--- config.mk ---
export PLATFORM = sky130hd
export DESIGN_NAME = dist_sq
export DESIGN_NICKNAME = d
export VERILOG_FILES = /design/src/rtl/dist_sq.sv
export SDC_FILE = /design/constraint.sdc
export NUM_CORES = 1
export LEC_CHECK = 0
export CORE_MARGIN = 2
export CORE_UTILIZATION = 35
export DETAILED_ROUTE_END_ITERATION = 12
export GPL_TIMING_DRIVEN = 0
export SYNTH_ARGS = -nofsm -noshare
export SYNTH_HDL_FRONTEND = slang
export SYNTH_SLANG_ARGS = --single-unit
--- constraint.sdc ---
create_clock -name clk -period 7.8 [get_ports clk]
set_input_delay 0.78 -clock clk [delete_from_list [all_inputs] [get_ports clk]]
set_output_delay 0.78 -clock clk [all_outputs]
set_load 0.03 [all_outputs]
--- src/rtl/dist_sq.sv ---
// Squared Euclidean distance between two 2-D points, computed with an iterative shift-add
// multiplier and saturated to OUT_W bits for the downstream integer square-root stage.
module dist_sq #(
  parameter int unsigned COORD_W = 10,
  parameter int unsigned OUT_W   = 15
) (
  input  logic               clk,
  input  logic               rst,
  input  logic               in_valid,
  output logic               in_ready,
  input  logic [COORD_W-1:0] x1,
  input  logic [COORD_W-1:0] y1,
  input  logic [COORD_W-1:0] x2,
  input  logic [COORD_W-1:0] y2,
  output logic               out_valid,
  input  logic               out_ready,
  output logic [OUT_W-1:0]   dsq,
  output logic               sat
);

  localparam int unsigned ACC_W = 2 * COORD_W + 1;
  localparam int unsigned CNT_W = $clog2(COORD_W + 1);
  localparam logic [ACC_W-1:0] MAX_OUT = ACC_W'({OUT_W{1'b1}});

  typedef enum logic [1:0] {StIdle, StMulX, StMulY, StDone} state_e;

  state_e             state_q, state_d;
  logic [COORD_W-1:0] dx_q, dx_d, dy_q, dy_d;
  logic [ACC_W-1:0]   acc_q, acc_d;
  logic [CNT_W-1:0]   cnt_q, cnt_d;
  logic [OUT_W-1:0]   dsq_q, dsq_d;
  logic               sat_q, sat_d;
  logic               out_valid_q, out_valid_d;
  logic               in_ready_q, in_ready_d;

  logic [COORD_W-1:0] opnd;
  logic               bit_on;
  logic [ACC_W-1:0]   addend;

  assign opnd   = (state_q == StMulY) ? dy_q : dx_q;
  // Shifting a one past the top bit yields zero, so cnt == COORD_W never adds.
  assign bit_on = |(opnd & (COORD_W'(1) << cnt_q));
  assign addend = ACC_W'(opnd) << cnt_q;

  always_comb begin
    state_d     = state_q;
    dx_d        = dx_q;
    dy_d        = dy_q;
    acc_d       = acc_q;
    cnt_d       = cnt_q;
    dsq_d       = dsq_q;
    sat_d       = sat_q;
    out_valid_d = out_valid_q;
    case (state_q)
      StIdle: begin
        if (in_valid) begin
          dx_d    = (x1 >= x2) ? x1 - x2 : x2 - x1;
          dy_d    = (y1 >= y2) ? y1 - y2 : y2 - y1;
          acc_d   = '0;
          cnt_d   = '0;
          state_d = StMulX;
        end
      end
      StMulX: begin
        if (bit_on) acc_d = acc_q + addend;
        if (cnt_q == CNT_W'(COORD_W - 1)) begin
          cnt_d   = '0;
          state_d = StMulY;
        end else begin
          cnt_d = cnt_q + CNT_W'(1);
        end
      end
      StMulY: begin
        // The extra cnt == COORD_W cycle saturates the finished sum, keeping the
        // adder and the comparator out of the same path.
        if (cnt_q == CNT_W'(COORD_W)) begin
          sat_d       = (acc_q > MAX_OUT);
          dsq_d       = (acc_q > MAX_OUT) ? '1 : acc_q[OUT_W-1:0];
          out_valid_d = 1'b1;
          cnt_d       = '0;
          state_d     = StDone;
        end else begin
          if (bit_on) acc_d = acc_q + addend;
          cnt_d = cnt_q + CNT_W'(1);
        end
      end
      StDone: begin
        if (out_ready) begin
          out_valid_d = 1'b0;
          state_d     = StIdle;
        end
      end
      default: state_d = StIdle;
    endcase
    in_ready_d = (state_d == StIdle);
  end

  always_ff @(posedge clk or posedge rst) begin
    if (rst) begin
      state_q     <= StIdle;
      dx_q        <= '0;
      dy_q        <= '0;
      acc_q       <= '0;
      cnt_q       <= '0;
      dsq_q       <= '0;
      sat_q       <= 1'b0;
      out_valid_q <= 1'b0;
      in_ready_q  <= 1'b1;
    end else begin
      state_q     <= state_d;
      dx_q        <= dx_d;
      dy_q        <= dy_d;
      acc_q       <= acc_d;
      cnt_q       <= cnt_d;
      dsq_q       <= dsq_d;
      sat_q       <= sat_d;
      out_valid_q <= out_valid_d;
      in_ready_q  <= in_ready_d;
    end
  end

  assign in_ready  = in_ready_q;
  assign out_valid = out_valid_q;
  assign dsq       = dsq_q;
  assign sat       = sat_q;

endmodule
==> images/cell_classes.png <==
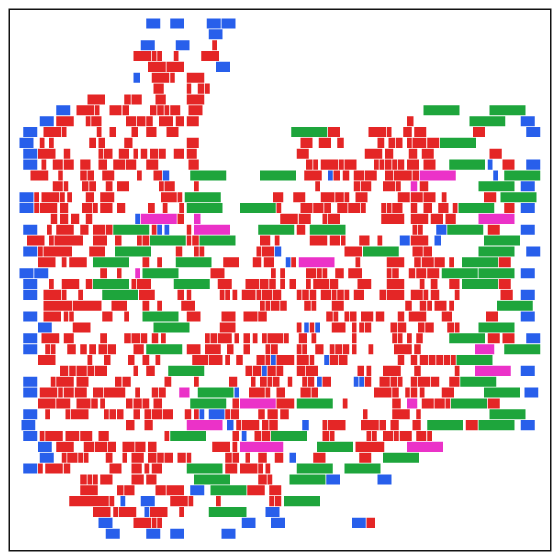
class	colour	cells
all other logic	red	637
flops	green	65
clock drivers and dummy loads	magenta	16
other buffers and delay cells	blue	91
Seq area share: 22.5%
Post-Route Utilization: 42.4%

==> images/drive_strength.png <==
Bar = 50 um.
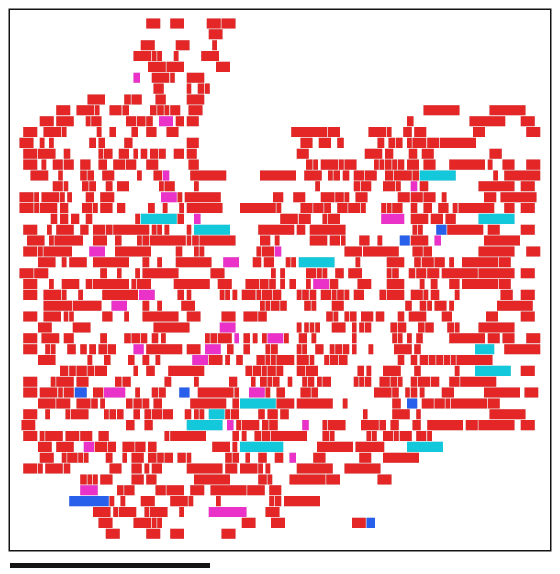
size	colour	cells
drive 2	magenta	28
drive 3 to 4	blue	7
drive 6 and up	cyan	12
drive 1 or less	red	762
post-route cell area: 7230 um^2
final worst-path setup slack: 3.25 ns
count of non-CTS buffers in the layout: 91
area grow syn2layout: 19.8%

==> notes.md <==
impl run done, here's what came out: run status finished, final reports clean, Arr. time, crit path about 4.8 ns, mapped cell area around 6000 um^2, cts-stage hold buffer count 0, Rows roughly 48, pin count of the biggest net entering global routing between 60 and 70, Hold Path Class reg -> reg, post_cts resized 0, Floorplan Utilization roughly 35%, worst hold slack roughly 0.48 ns, Setup TNS Final 0 ns, most common logic cell in the routed design nand2_1, Clock Root Buffer clkbuf_16, Async SR Flop Fraction 100%, top-level I/O count 62, leakage power between 3 and 4 nW, DP HPWL between 10 and 15 mm, DP Worst Slack between 3 and 4 ns, IO buf count about 60, CTS Buf Count 9, CTS tree built, initial antenna violation count 0, vias in the first global route roughly 5400, Die X around 140 um
==> images/clock_map.png <==
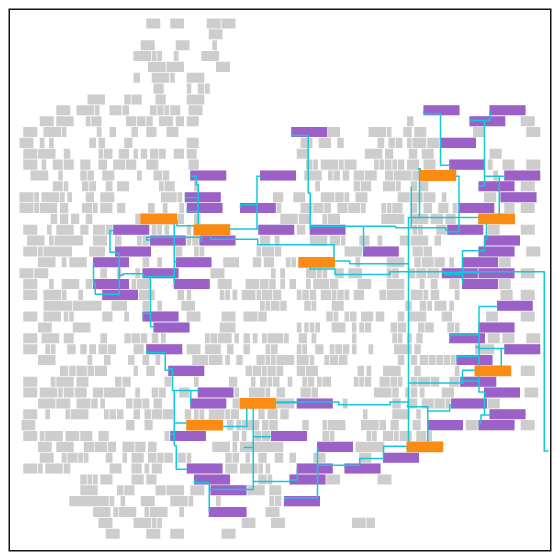
[flip-flops] purple | count: 65
[cells driving clock nets] orange | count: 9
[clock wires] cyan | length: 1000 um
routed clock nets	10
clk_lat worst skew: 0.35 ns
Clk pwr share: 18.0%
clk_skew: 0.00841 ns

==> kinds of logic (layout without fill, tap and decap cells) <==
family | after synthesis | count (layout) | share of synthesized area (%)
AND-OR/OR-AND | 233 | 233 | 25.9
XOR/XNOR | 23 | 23 | 3.34
adder cells (fa/ha/maj) | 69 | 69 | 14.9
buffers and inverters | 94 | 171 | 6.24
flip-flops | 65 | 65 | 27.0
multiplexers | 29 | 29 | 5.02
AND/OR/NAND/NOR | 219 | 219 | 17.6
==> cells in the mapped netlist (all sizes together) (3+ instances only) <==
| cell | n |
|---|---|
| fa | 5 |
| a21o | 10 |
| a41oi | 3 |
| nand2 | 83 |
| o22a | 16 |
| a31oi | 12 |
| a22o | 7 |
| nor2 | 41 |
| a21oi | 42 |
| nor2b | 12 |
| xnor2 | 16 |
| xor2 | 7 |
| and2 | 5 |
| or3 | 5 |
| a211o | 3 |
| o31ai | 20 |
| o211ai | 8 |
| nand2b | 12 |
| a221oi | 6 |
| nand3 | 13 |
| nand4 | 3 |
| o21bai | 6 |
| a211oi | 3 |
| buf | 13 |
| mux2 | 10 |
| o21ai | 63 |
| nor4 | 8 |
| mux2i | 19 |
| o21a | 7 |
| nor3 | 16 |
| ha | 64 |
| a21boi | 4 |
| clkbuf | 17 |
| and4 | 3 |
| and3 | 10 |
| dfrtp | 64 |
| o22ai | 7 |
| inv | 63 |
==> worst max-delay path: stages, from the launching register on <==
cell	delay, ns
dfrtp_1	0.40
inv_1	0.11
ha_1	0.15
buf_2	0.22
buf_6	0.19
mux2i_1	0.34
nand2_1	0.09
o21ai_0	0.12
nor2_1	0.07
a31oi_1	0.38
a211o_1	0.19
o31ai_1	0.09
ha_1	0.30
clkbuf_1	0.29
and3_1	0.26
inv_1	0.06
o311ai_2	0.39
a221oi_1	0.18
or4_1	0.53
o211ai_1	0.10
==> worst paths after layout <==
| check | start | to | slack [ns] | cells past startpoint |
|---|---|---|---|---|
| worst max-delay path | state_q[0] | acc_q[20] | 3.25 | 19 |
| min in group asynchronous | rst | dsq[1] | 0.96 | 2 |
| worst min-delay path | dx_q[7] | dx_q[7] | 0.48 | 2 |
| worst max register to register | state_q[0] | acc_q[20] | 3.25 | 19 |
| worst min register to register | dx_q[7] | dx_q[7] | 0.48 | 2 |
| max in group asynchronous | rst | acc_q[16] | 6.32 | 2 |
==> area by class of cell <==
| class | instances | area share [%] |
|---|---|---|
| Multi-Input combinational cell | 573 | 55.8 |
| Clock buffer | 11 | 3.36 |
| Timing Repair Buffer | 61 | 8.45 |
| Tap cell | 225 | 3.90 |
| Inverter | 64 | 3.36 |
| Clock inverter | 5 | 0.762 |
| Buffer | 30 | 1.89 |
| Sequential cell | 65 | 22.5 |
==> report_power, final <==
part | switching (mW) | internal [mW] | leakage, nW
Clock | 0.150 | 0.255 | 0.142
Sequential | 0.0627 | 0.430 | 0.855
Combinational | 0.839 | 0.516 | 2.31
==> per-layer routing <==
layer,GRT usage (%),wire length [um]
met1,22.9,7260
met2,29.6,7160
met3,3.52,609
met4,4.80,235
met5,0,0
==> registers in the layout, indices dropped and copies added (netlist names) <==
register and count:
in_ready 1, sat 1, out_valid 1, dsq 15, dy_q 10, state_q 2
dx_q 10, cnt_q 4, acc_q 21
Power figures rest on the tool's default switching activity, not on a simulated workload.
